File: src/rtl/register_writeback_if.sv
// Bus bundle for the register writeback front end: the ALU and memory-load
// request handshakes, the register file write port, and the decode-side
// pending lookups. The producer/decode side uses the master modport and the
// writeback block uses the slave modport.
interface register_writeback_if #(
  parameter int BITS         = 32,
  parameter int ADDRESS_BITS = 4,
  parameter int DEPTH        = 4
);
  localparam int CW = $clog2(DEPTH) + 1;

  logic                    alu_valid;
  logic [ADDRESS_BITS-1:0] alu_addr;
  logic [BITS-1:0]         alu_data;
  logic                    alu_ready;

  logic                    mem_valid;
  logic [ADDRESS_BITS-1:0] mem_addr;
  logic [BITS-1:0]         mem_data;
  logic                    mem_ready;

  logic [ADDRESS_BITS-1:0] wb_addr;
  logic [BITS-1:0]         wb_data;

  logic [ADDRESS_BITS-1:0] rd_addr_a;
  logic [ADDRESS_BITS-1:0] rd_addr_b;
  logic                    pending_a;
  logic                    pending_b;

  logic [CW-1:0]           count;

  modport master (
    output alu_valid, alu_addr, alu_data,
    output mem_valid, mem_addr, mem_data,
    output rd_addr_a, rd_addr_b,
    input  alu_ready, mem_ready,
    input  wb_addr, wb_data,
    input  pending_a, pending_b,
    input  count
  );

  modport slave (
    input  alu_valid, alu_addr, alu_data,
    input  mem_valid, mem_addr, mem_data,
    input  rd_addr_a, rd_addr_b,
    output alu_ready, mem_ready,
    output wb_addr, wb_data,
    output pending_a, pending_b,
    output count
  );
endinterface

File: src/rtl/register_writeback.sv
// Write-side front end for the general purpose register file. ALU and
// memory-load writebacks are queued in a small in-order FIFO and drained one
// per cycle onto the register file write port. The write port has no enable,
// so an idle cycle drives address 0 / data 0, which keeps r0 at zero.
// Per-register pending flags let decode stall on operands still in flight.
// DEPTH must be a power of two and at least 2 so the pointers wrap naturally.
module register_writeback #(
  parameter int BITS         = 32,
  parameter int ADDRESS_BITS = 4,
  parameter int DEPTH        = 4
) (
  input  logic                clk,
  input  logic                clr,
  register_writeback_if.slave bus
);

  localparam int PW = $clog2(DEPTH);
  localparam int CW = PW + 1;

  typedef logic [PW-1:0]           ptr_t;
  typedef logic [CW-1:0]           cnt_t;
  typedef logic [ADDRESS_BITS-1:0] addr_t;
  typedef logic [BITS-1:0]         data_t;

  addr_t fifo_addr_q [DEPTH];
  addr_t fifo_addr_d [DEPTH];
  data_t fifo_data_q [DEPTH];
  data_t fifo_data_d [DEPTH];

  ptr_t  head_q, head_d;
  ptr_t  tail_q, tail_d;
  cnt_t  count_q, count_d;
  addr_t wb_addr_q, wb_addr_d;
  data_t wb_data_q, wb_data_d;

  cnt_t  free_slots;
  ptr_t  alu_slot;
  logic  mem_ready, alu_ready;
  logic  mem_push, alu_push, pop;
  logic  occupied [DEPTH];
  logic  pending_a, pending_b;

  // Readies depend only on occupancy and mem_valid, never on this cycle's pop;
  // memory wins the last free slot. r0 requests handshake but are dropped.
  always_comb begin
    free_slots = cnt_t'(DEPTH) - count_q;
    mem_ready  = !clr && (free_slots >= cnt_t'(1));
    alu_ready  = !clr && ((free_slots >= cnt_t'(2)) ||
                          ((free_slots == cnt_t'(1)) && !bus.mem_valid));
    mem_push   = bus.mem_valid && mem_ready && (bus.mem_addr != '0);
    alu_push   = bus.alu_valid && alu_ready && (bus.alu_addr != '0);
    pop        = (count_q != '0);
  end

  // Next FIFO contents, pointers, occupancy and write-port value; a memory
  // entry accepted together with an ALU entry goes in first (it is older).
  always_comb begin
    fifo_addr_d = fifo_addr_q;
    fifo_data_d = fifo_data_q;
    head_d      = head_q;
    wb_addr_d   = '0;
    wb_data_d   = '0;
    alu_slot    = tail_q + ptr_t'(mem_push);
    if (pop) begin
      wb_addr_d = fifo_addr_q[head_q];
      wb_data_d = fifo_data_q[head_q];
      head_d    = head_q + ptr_t'(1);
    end
    if (mem_push) begin
      fifo_addr_d[tail_q] = bus.mem_addr;
      fifo_data_d[tail_q] = bus.mem_data;
    end
    if (alu_push) begin
      fifo_addr_d[alu_slot] = bus.alu_addr;
      fifo_data_d[alu_slot] = bus.alu_data;
    end
    tail_d  = tail_q + ptr_t'(mem_push) + ptr_t'(alu_push);
    count_d = count_q + cnt_t'(mem_push) + cnt_t'(alu_push) - cnt_t'(pop);
  end

  // Control state and the registered write port; clr drops everything queued.
  always_ff @(posedge clk) begin
    if (clr) begin
      head_q    <= '0;
      tail_q    <= '0;
      count_q   <= '0;
      wb_addr_q <= '0;
      wb_data_q <= '0;
    end else begin
      head_q    <= head_d;
      tail_q    <= tail_d;
      count_q   <= count_d;
      wb_addr_q <= wb_addr_d;
      wb_data_q <= wb_data_d;
    end
  end

  // Entry storage needs no reset: occupancy alone decides what is valid.
  always_ff @(posedge clk) begin
    fifo_addr_q <= fifo_addr_d;
    fifo_data_q <= fifo_data_d;
  end

  // A slot is occupied when its distance from the head is below the count.
  always_comb begin
    for (int i = 0; i < DEPTH; i++) begin
      occupied[i] = ({1'b0, ptr_t'(ptr_t'(i) - head_q)} < count_q);
    end
  end

  // Operand is pending if any queued entry or the undelivered write-port
  // value targets it; r0 is never pending.
  always_comb begin
    pending_a = (wb_addr_q != '0) && (wb_addr_q == bus.rd_addr_a);
    pending_b = (wb_addr_q != '0) && (wb_addr_q == bus.rd_addr_b);
    for (int i = 0; i < DEPTH; i++) begin
      if (occupied[i] && (fifo_addr_q[i] == bus.rd_addr_a)) pending_a = 1'b1;
      if (occupied[i] && (fifo_addr_q[i] == bus.rd_addr_b)) pending_b = 1'b1;
    end
    if (bus.rd_addr_a == '0) pending_a = 1'b0;
    if (bus.rd_addr_b == '0) pending_b = 1'b0;
  end

  assign bus.mem_ready = mem_ready;
  assign bus.alu_ready = alu_ready;
  assign bus.wb_addr   = wb_addr_q;
  assign bus.wb_data   = wb_data_q;
  assign bus.pending_a = pending_a;
  assign bus.pending_b = pending_b;
  assign bus.count     = count_q;

endmodule

File: src/flat_wrapper.sv
// flat-port wrapper written by rule: the top's interface ports become plain ports
module register_writeback_flat 
#(
  parameter int BITS         = 32,
  parameter int ADDRESS_BITS = 4,
  parameter int DEPTH        = 4
)
  (clk, clr, bus_alu_valid, bus_alu_addr, bus_alu_data, bus_mem_valid, bus_mem_addr, bus_mem_data, bus_rd_addr_a, bus_rd_addr_b, bus_alu_ready, bus_mem_ready, bus_wb_addr, bus_wb_data, bus_pending_a, bus_pending_b, bus_count);
  register_writeback_if #(.BITS(BITS), .ADDRESS_BITS(ADDRESS_BITS), .DEPTH(DEPTH)) bus_i ();
  input  logic clk;
  input  logic clr;
  input wire logic [$bits(bus_i.alu_valid)-1:0] bus_alu_valid;
  input wire logic [$bits(bus_i.alu_addr)-1:0] bus_alu_addr;
  input wire logic [$bits(bus_i.alu_data)-1:0] bus_alu_data;
  input wire logic [$bits(bus_i.mem_valid)-1:0] bus_mem_valid;
  input wire logic [$bits(bus_i.mem_addr)-1:0] bus_mem_addr;
  input wire logic [$bits(bus_i.mem_data)-1:0] bus_mem_data;
  input wire logic [$bits(bus_i.rd_addr_a)-1:0] bus_rd_addr_a;
  input wire logic [$bits(bus_i.rd_addr_b)-1:0] bus_rd_addr_b;
  output wire logic [$bits(bus_i.alu_ready)-1:0] bus_alu_ready;
  output wire logic [$bits(bus_i.mem_ready)-1:0] bus_mem_ready;
  output wire logic [$bits(bus_i.wb_addr)-1:0] bus_wb_addr;
  output wire logic [$bits(bus_i.wb_data)-1:0] bus_wb_data;
  output wire logic [$bits(bus_i.pending_a)-1:0] bus_pending_a;
  output wire logic [$bits(bus_i.pending_b)-1:0] bus_pending_b;
  output wire logic [$bits(bus_i.count)-1:0] bus_count;
  assign bus_i.alu_valid = bus_alu_valid;
  assign bus_i.alu_addr = bus_alu_addr;
  assign bus_i.alu_data = bus_alu_data;
  assign bus_i.mem_valid = bus_mem_valid;
  assign bus_i.mem_addr = bus_mem_addr;
  assign bus_i.mem_data = bus_mem_data;
  assign bus_i.rd_addr_a = bus_rd_addr_a;
  assign bus_i.rd_addr_b = bus_rd_addr_b;
  assign bus_alu_ready = bus_i.alu_ready;
  assign bus_mem_ready = bus_i.mem_ready;
  assign bus_wb_addr = bus_i.wb_addr;
  assign bus_wb_data = bus_i.wb_data;
  assign bus_pending_a = bus_i.pending_a;
  assign bus_pending_b = bus_i.pending_b;
  assign bus_count = bus_i.count;
  register_writeback #(.BITS(BITS), .ADDRESS_BITS(ADDRESS_BITS), .DEPTH(DEPTH)) u_core (.clk(clk), .clr(clr), .bus(bus_i));
endmodule
File: config.mk
export PLATFORM = sky130hd
export DESIGN_NAME = register_writeback_flat
export DESIGN_NICKNAME = d
export VERILOG_FILES = /design/src/rtl/register_writeback_if.sv /design/src/rtl/register_writeback.sv /design/src/flat_wrapper.sv
export SDC_FILE = /design/constraint.sdc
export NUM_CORES = 1
export LEC_CHECK = 0
export ABC_AREA = 1
export CORE_ASPECT_RATIO = 0.8
export CORE_MARGIN = 1
export CORE_UTILIZATION = 57
export CTS_CLUSTER_SIZE = 40
export DETAILED_ROUTE_END_ITERATION = 8
export GPL_TIMING_DRIVEN = 1
export PLACE_DENSITY = 0.8
export SLEW_MARGIN = 20
export SYNTH_ARGS = -nofsm -noshare
export SYNTH_HDL_FRONTEND = slang
export SYNTH_SLANG_ARGS = --single-unit
File: constraint.sdc
create_clock -name clk -period 4.2 [get_ports clk]
set_input_delay 1.05 -clock clk [delete_from_list [all_inputs] [get_ports clk]]
set_output_delay 1.05 -clock clk [all_outputs]
set_load 0.005 [all_outputs]
### Supply network

The bar under the picture is 50 µm long. Pins as bars on the die edge. Tap cells in grey.
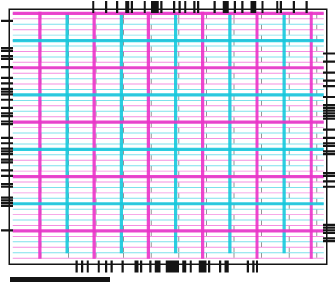
[cyan] VDD
[magenta] VSS
met5 straps: 9
tap cells: 258
rows: 45
signal pins: 127
met1 rails: 46
DIE HEIGHT: 126.8 µm
core area: 0.01903 mm²

### Cells coloured by class

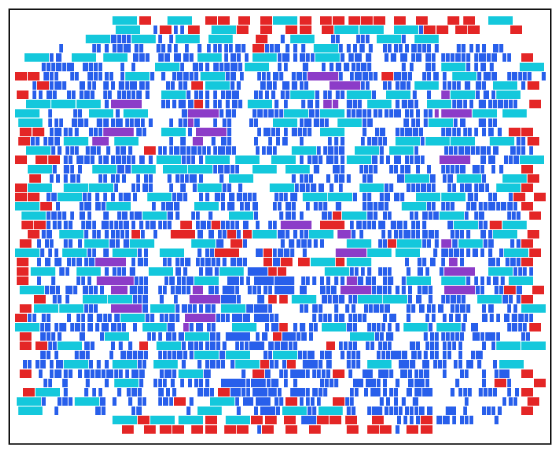
[blue] remaining logic cells | cells: 1587 | share of their area: 54%
[purple] clock drivers and dummy loads | cells: 32 | share of their area: 4.5%
[cyan] sequential cells | cells: 187 | share of their area: 30%
[red] remaining buffers and delay cells | cells: 149 | share of their area: 12%
# rows: 45
sequential share of cell area: 28.91%
Core Util, Final: 68.05%

==> flow_summary.yaml <==
# flow metrics
status:
  status: "finished clean"
yosys:
  aoi_share_pct: 17.31
  yosys-top-cells-area: "dfxtp_1 34%, nor2_1 18%, nand2_1 13%, o21ai_0 12%, inv_1 7.3%"
  synth_stat.cells: 1882
  ys_ff: 187
  largest_area_cell: "dfxtp_1"
  yosysSeqAreaShare_pct: 33.73
  ys_types: 26
  syn_avg_cell_area_um2: 5.898
  ys_sh_xor_pct: 1.263
worst_setup_path:
  endpoint: "bus_pending_b"
  crit_chain: "clkdlybuf4s50_1, inv_1, nand2_1, nand2_1, nor2_1, nand3_1, nand3_1, nor2_1, nor2_1, clkdlybuf4s50_1"
  path_class: "primary input to output pin"
  worstReg2RegEnd: "u_core.fifo_data_q[14]"
  critPathMaxStageDelay_ns: 0.64
  critPathSlowestCell: "clkdlybuf4s50_1"
  r2r_slack_ns: 0.80
layout:
  largestClassByArea: "multi-input combinational cells"
  syn_to_final_growth_pct: 16.67
  nMultiInputCombCells: 1365
  antenna_cells: 0
  bufAreaShareNonClock_pct: 11.36
  comb_share_pct: 46.36
hold_path:
  min_path_cells: 1
route:
  routed.top_layer: "met5"
  dr_wl_met2_mm: 14.87
  wl_met3_mm: 2.727
  firstDrtPassIters: 7
clocking:
  cts_tree: "built"
final_timing:
  setup_violations: 0
  max_slew.worst_pin.slew_ns: 1.189
  fmax_mhz: 253.0
power_and_ir_drop:
  ir_worst_vdd_uv: 369.5
run:
  warnings: 33
grt:
  grt-busiest-layer: "met2"
floorplan:
  taps: 258
### Clock wires, drivers and flops

The bar under the picture is 50 µm long.
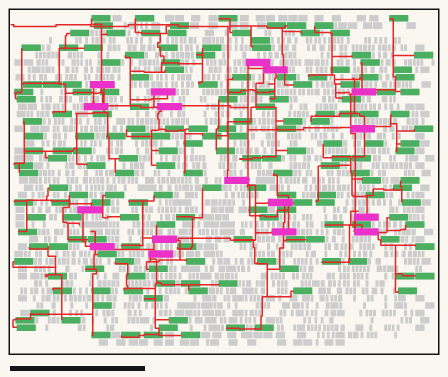
[magenta] clock-net drivers | count: 17
[green] flip-flops | count: 187
[red] clock wires | length: 2320 µm
routed clock nets: 18

### Metal layers overlaid

The bar under the picture is 50 µm long. Only two layers are drawn.
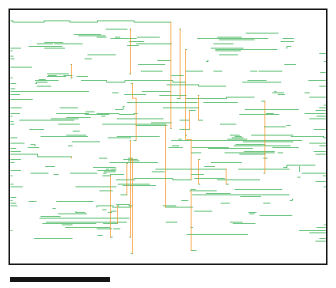
[orange] M4 | wire length: 515 µm
[green] M3 | wire length: 2730 µm
Avg WL per Cell: 14.51 µm
DR vias: 11660
Global Route Usage Sum: 32.43%
Routed WL: 32.10 mm

